### src/rtl/stage_f_pkg.sv
// Shared Polaris front-end definitions: fetch FSM state encoding, the NOP
// bubble word (decode uses the same constant) and the default reset vector.
package stage_f_pkg;

    typedef enum logic [1:0] {
        ST_IDLE  = 2'd0,
        ST_FETCH = 2'd1,
        ST_FLUSH = 2'd2,
        ST_HALT  = 2'd3
    } fetch_state_e;

    localparam logic [31:0] POLARIS_NOP          = 32'h0000_0013;
    localparam logic [63:0] POLARIS_RESET_VECTOR = 64'hFFFF_FFFF_FFFF_FF00;

endpackage

### src/rtl/stage_f.sv
// Polaris instruction fetch stage: PC register plus a Wishbone B4 classic
// master with one transaction in flight, feeding decode one word per strobe.
//
// state | meaning
// IDLE  | first cycle after reset, bus quiet
// FETCH | cycle/strobe asserted, ack delivers a word to decode
// FLUSH | redirected while a cycle was in flight; its ack/err is dropped
// HALT  | bus error seen, bus quiet until a redirect arrives
module stage_f
    import stage_f_pkg::*;
#(
    parameter logic [63:0] RESET_VECTOR = POLARIS_RESET_VECTOR,
    parameter logic [31:0] NOP_INSN     = POLARIS_NOP
) (
    input  logic        clk_i,
    input  logic        reset_i,
    output logic [63:0] i_adr_o,
    output logic        i_cyc_o,
    output logic        i_stb_o,
    input  logic        i_ack_i,
    input  logic        i_err_i,
    input  logic [31:0] i_dat_i,
    output logic        f_ack_o,
    output logic [31:0] f_dat_o,
    output logic [63:0] f_pc_o,
    output logic        f_err_o,
    input  logic        x_jump_i,
    input  logic [63:0] x_pc_i
);

    fetch_state_e state_q, state_d;
    logic [63:0]  pc_q, pc_d;
    logic         f_ack_q, f_ack_d;
    logic [31:0]  f_dat_q, f_dat_d;
    logic [63:0]  f_pc_q, f_pc_d;
    logic         f_err_q, f_err_d;

    logic [63:0]  jump_pc;
    logic         bus_active;
    logic         bus_done;

    assign jump_pc    = x_pc_i & ~64'd3;
    assign bus_active = (state_q == ST_FETCH) || (state_q == ST_FLUSH);
    assign bus_done   = i_ack_i || i_err_i;

    always_comb begin
        state_d = state_q;
        pc_d    = pc_q;
        f_ack_d = 1'b0;
        f_dat_d = NOP_INSN;
        f_pc_d  = f_pc_q;
        f_err_d = 1'b0;

        if (x_jump_i) begin
            pc_d = jump_pc;
            case (state_q)
                // an unfinished cycle keeps running; its response must be dropped
                ST_FETCH: state_d = bus_done ? ST_FETCH : ST_FLUSH;
                ST_FLUSH: state_d = ST_FLUSH;
                default:  state_d = ST_FETCH;
            endcase
        end else begin
            case (state_q)
                ST_IDLE: state_d = ST_FETCH;
                ST_FETCH: begin
                    if (i_err_i) begin
                        f_err_d = 1'b1;
                        state_d = ST_HALT;
                    end else if (i_ack_i) begin
                        f_ack_d = 1'b1;
                        f_dat_d = i_dat_i;
                        f_pc_d  = pc_q;
                        pc_d    = pc_q + 64'd4;
                    end
                end
                ST_FLUSH: begin
                    if (bus_done) state_d = ST_FETCH;
                end
                default: state_d = ST_HALT;
            endcase
        end
    end

    always_ff @(posedge clk_i or negedge reset_i) begin
        if (!reset_i) begin
            state_q <= ST_IDLE;
            pc_q    <= RESET_VECTOR;
            f_ack_q <= 1'b0;
            f_dat_q <= NOP_INSN;
            f_pc_q  <= 64'd0;
            f_err_q <= 1'b0;
        end else begin
            state_q <= state_d;
            pc_q    <= pc_d;
            f_ack_q <= f_ack_d;
            f_dat_q <= f_dat_d;
            f_pc_q  <= f_pc_d;
            f_err_q <= f_err_d;
        end
    end

    assign i_adr_o = pc_q;
    assign i_cyc_o = bus_active;
    assign i_stb_o = bus_active;
    assign f_ack_o = f_ack_q;
    assign f_dat_o = f_dat_q;
    assign f_pc_o  = f_pc_q;
    assign f_err_o = f_err_q;

endmodule

### config.mk
export PLATFORM = sky130hd
export DESIGN_NAME = stage_f
export DESIGN_NICKNAME = d
export VERILOG_FILES = /design/src/rtl/stage_f_pkg.sv /design/src/rtl/stage_f.sv
export SDC_FILE = /design/constraint.sdc
export NUM_CORES = 1
export LEC_CHECK = 0
export ABC_CLOCK_PERIOD_IN_PS = 2050
export CAP_MARGIN = 20
export CORE_UTILIZATION = 41
export DETAILED_ROUTE_END_ITERATION = 8
export GPL_TIMING_DRIVEN = 0
export PLACE_DENSITY = 0.78
export SETUP_SLACK_MARGIN = 0.5
export SLEW_MARGIN = 20
export SYNTH_ARGS = -nofsm -noshare
export SYNTH_HDL_FRONTEND = slang
export SYNTH_SLANG_ARGS = --single-unit
### constraint.sdc
create_clock -name clk_i -period 2.05 [get_ports clk_i]
set_input_delay 0.205 -clock clk_i [delete_from_list [all_inputs] [get_ports clk_i]]
set_output_delay 0.205 -clock clk_i [all_outputs]
set_load 0.01 [all_outputs]
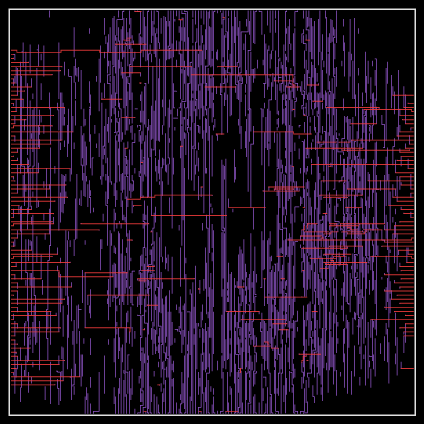
(images/wires.png)
Scale: 3 px per um. Only two layers are drawn.
layer	colour	wire length
metal 2	purple	13700 um
metal 3	red	1920 um

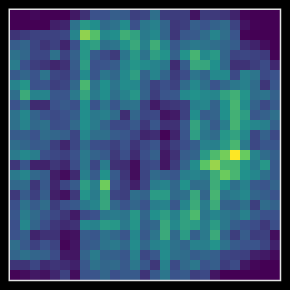
(images/metal_density.png)
Scale: 2 px per um. The die is cut into 27 by 27 equal tiles; dark purple is low, yellow is high, scaled to the fullest tile. Values are wire area over tile area, all layers added.
fullest tile	0.77
mean over tiles	0.24
densest ninth of the die	east
nearly empty tiles	4.7%
tiles over half the peak	12%

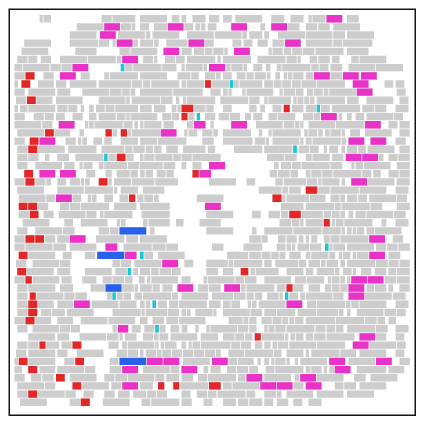
(images/logic_types.png)
Scale: 3 px per um.
family	colour	cells	most used
AND and OR gates	red	49	and2_4
adder and majority cells	blue	4	ha_4
inverters	cyan	13	inv_1
multiplexers	magenta	69	mux2_4

==> CHANGELOG.md <==
### Metrics

* Place WS at -841 ps
* Final WS setup at -233 ps
* EDFF count, synth at 0
* Top cell excl fill/tap: clkdlybuf4s50_1
* Most used cell, CP: nor3_4
* CTS tree: yes
* Distinct lib cells used at 45
* Switching part of the total power at 28.9%
* Die X at 135 um
* Tightest Pin Transition at 752 ps
* Placer Congestion at 0.769
* Clk. pwr at 3.33 mW
* Final Hold Violating Endpoints at 0
* Arr. time, crit path at 2630 ps
* M2 GR Usage at 48.1%
* Diode count at 0
* Kind of cell adding the most delay to the critical path: simple AND/OR/NAND/NOR gates
* Max-slew violation count at 0
* Synth Cell Area at 7230 um^2
* Wire per inst at 20.3 um
* Comb pwr at 3.22 mW
* Outcome: complete, but fails checks
* Tool Warnings at 34
* Drt first pass iters at 5
* Synth Warn # at 0
* CTS Buf Count at 17
* Failing checks: negative setup slack
* Total Wirelength at 26700 um
* Ys cells at 637
* Slew HR at 49.7%
* Power Internal at 7.67 mW
* Routed length on met2 at 13700 um
* Largest cells by area: dfrtp_1 35%, dfstp_2 21%, mux2_2 11%, nand2_1 4.2%, xnor2_1 3.9%
* Crit path required time at 2390 ps
* IO Pins at 265
* Synth cell count leaders: 101 x dfrtp_1, 80 x nand2_1, 68 x mux2_2, 59 x dfstp_2, 50 x o21ai_0
* Core ar. at 17200 um^2
* Buffers & Inverters on Critical Path at 2
* Finished layout cell area at 13600 um^2
* CP Capture Type: flop
* Post-synth top area cell: dfrtp_1
* Switching pwr at 3.12 mW
* Leak at 6.56 nW
* Top Layout Cells: 127 x clkdlybuf4s50_1, 98 x dfrtp_1, 85 x buf_6
* Count leader, synth: dfrtp_1
* Post-Syn Instances at 637
* Maxcap violations at 0
* Reg power frac at 39.3%
* Yosys Chip Area at 7230 um^2
* Largest net degree at the start of global routing at 98
* Root buf cell: clkbuf_16
* GR Layer Usage met3 at 7.55%
* PD cells at 790 nW/um^2
* Ys flops at 160
* Wl on met1 at 10300 um
* Input/output buffers at 258
* Critical Path Source Type: flop
* Final Setup Violations at 101
* Setup CP Type: flop to flop
* Top Layer Used: met4
* Vias after detailed routing at 6841
* Latency at later pin at 430 ps
* Max Clk Rate at 438 MHz
* Worst Hold Slack at 284 ps
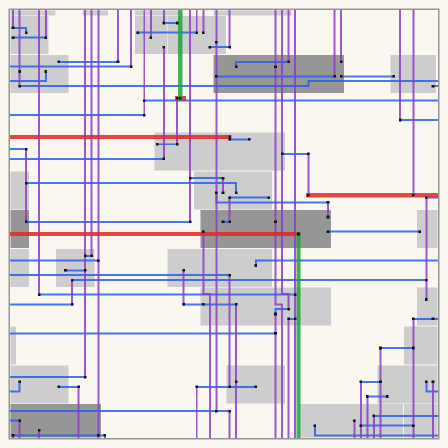
(images/detail.png)
Region (52, 52) to (82, 82) um. Cells in grey, sequential cells in the stronger grey; small squares are vias.
layer	colour
metal 3	red
metal 2	purple
metal 4	green
metal 1	blue
sequential cells in the window	3
most frequent	buf_6 (4), dfrtp_1 (3)
netlist names of flops here include	f_pc_o (3)
cells with their middle in the window	20

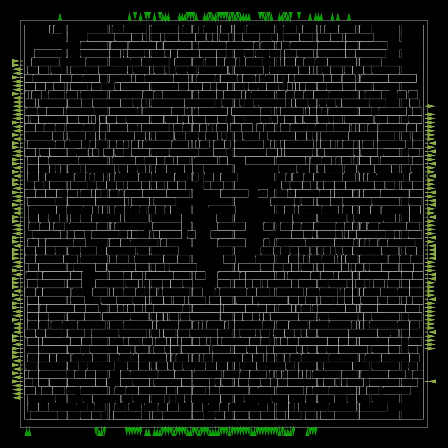
(images/placement.png)
Well Taps: 225
Fill cells: 955
Final Non-Filler Cells: 1315

state kept, by name, indices dropped and copies added, names as in the netlist:
signal	cells
f_ack_o	1
state_q	2
f_err_o	1
f_dat_o	32
i_adr_o	62
f_pc_o	62
area by class of cell:
cell class	instances	area [um^2]
repair buffers	418	4270
flip-flops and latches	160	4080
multi-input cells	431	3950
fillers	955	3590
clock buffers	20	467
plain buffers	36	402
well taps	225	282
clock inverters	12	146
inverters	13	48.8
final timing paths:
check,from,endpoint,slack [ps],cells after the start
worst min register to register,f_pc_o[8],f_pc_o[8],510,1
worst max-delay path,i_adr_o[17],i_adr_o[46],-230,8
worst min-delay path,x_pc_i[40],i_adr_o[40],280,3
max in group asynchronous,reset_i,i_adr_o[51],870,3
worst max register to register,i_adr_o[17],i_adr_o[46],-230,8
min in group asynchronous,reset_i,f_pc_o[24],300,2
Power is estimated from default activity; no workload was simulated.
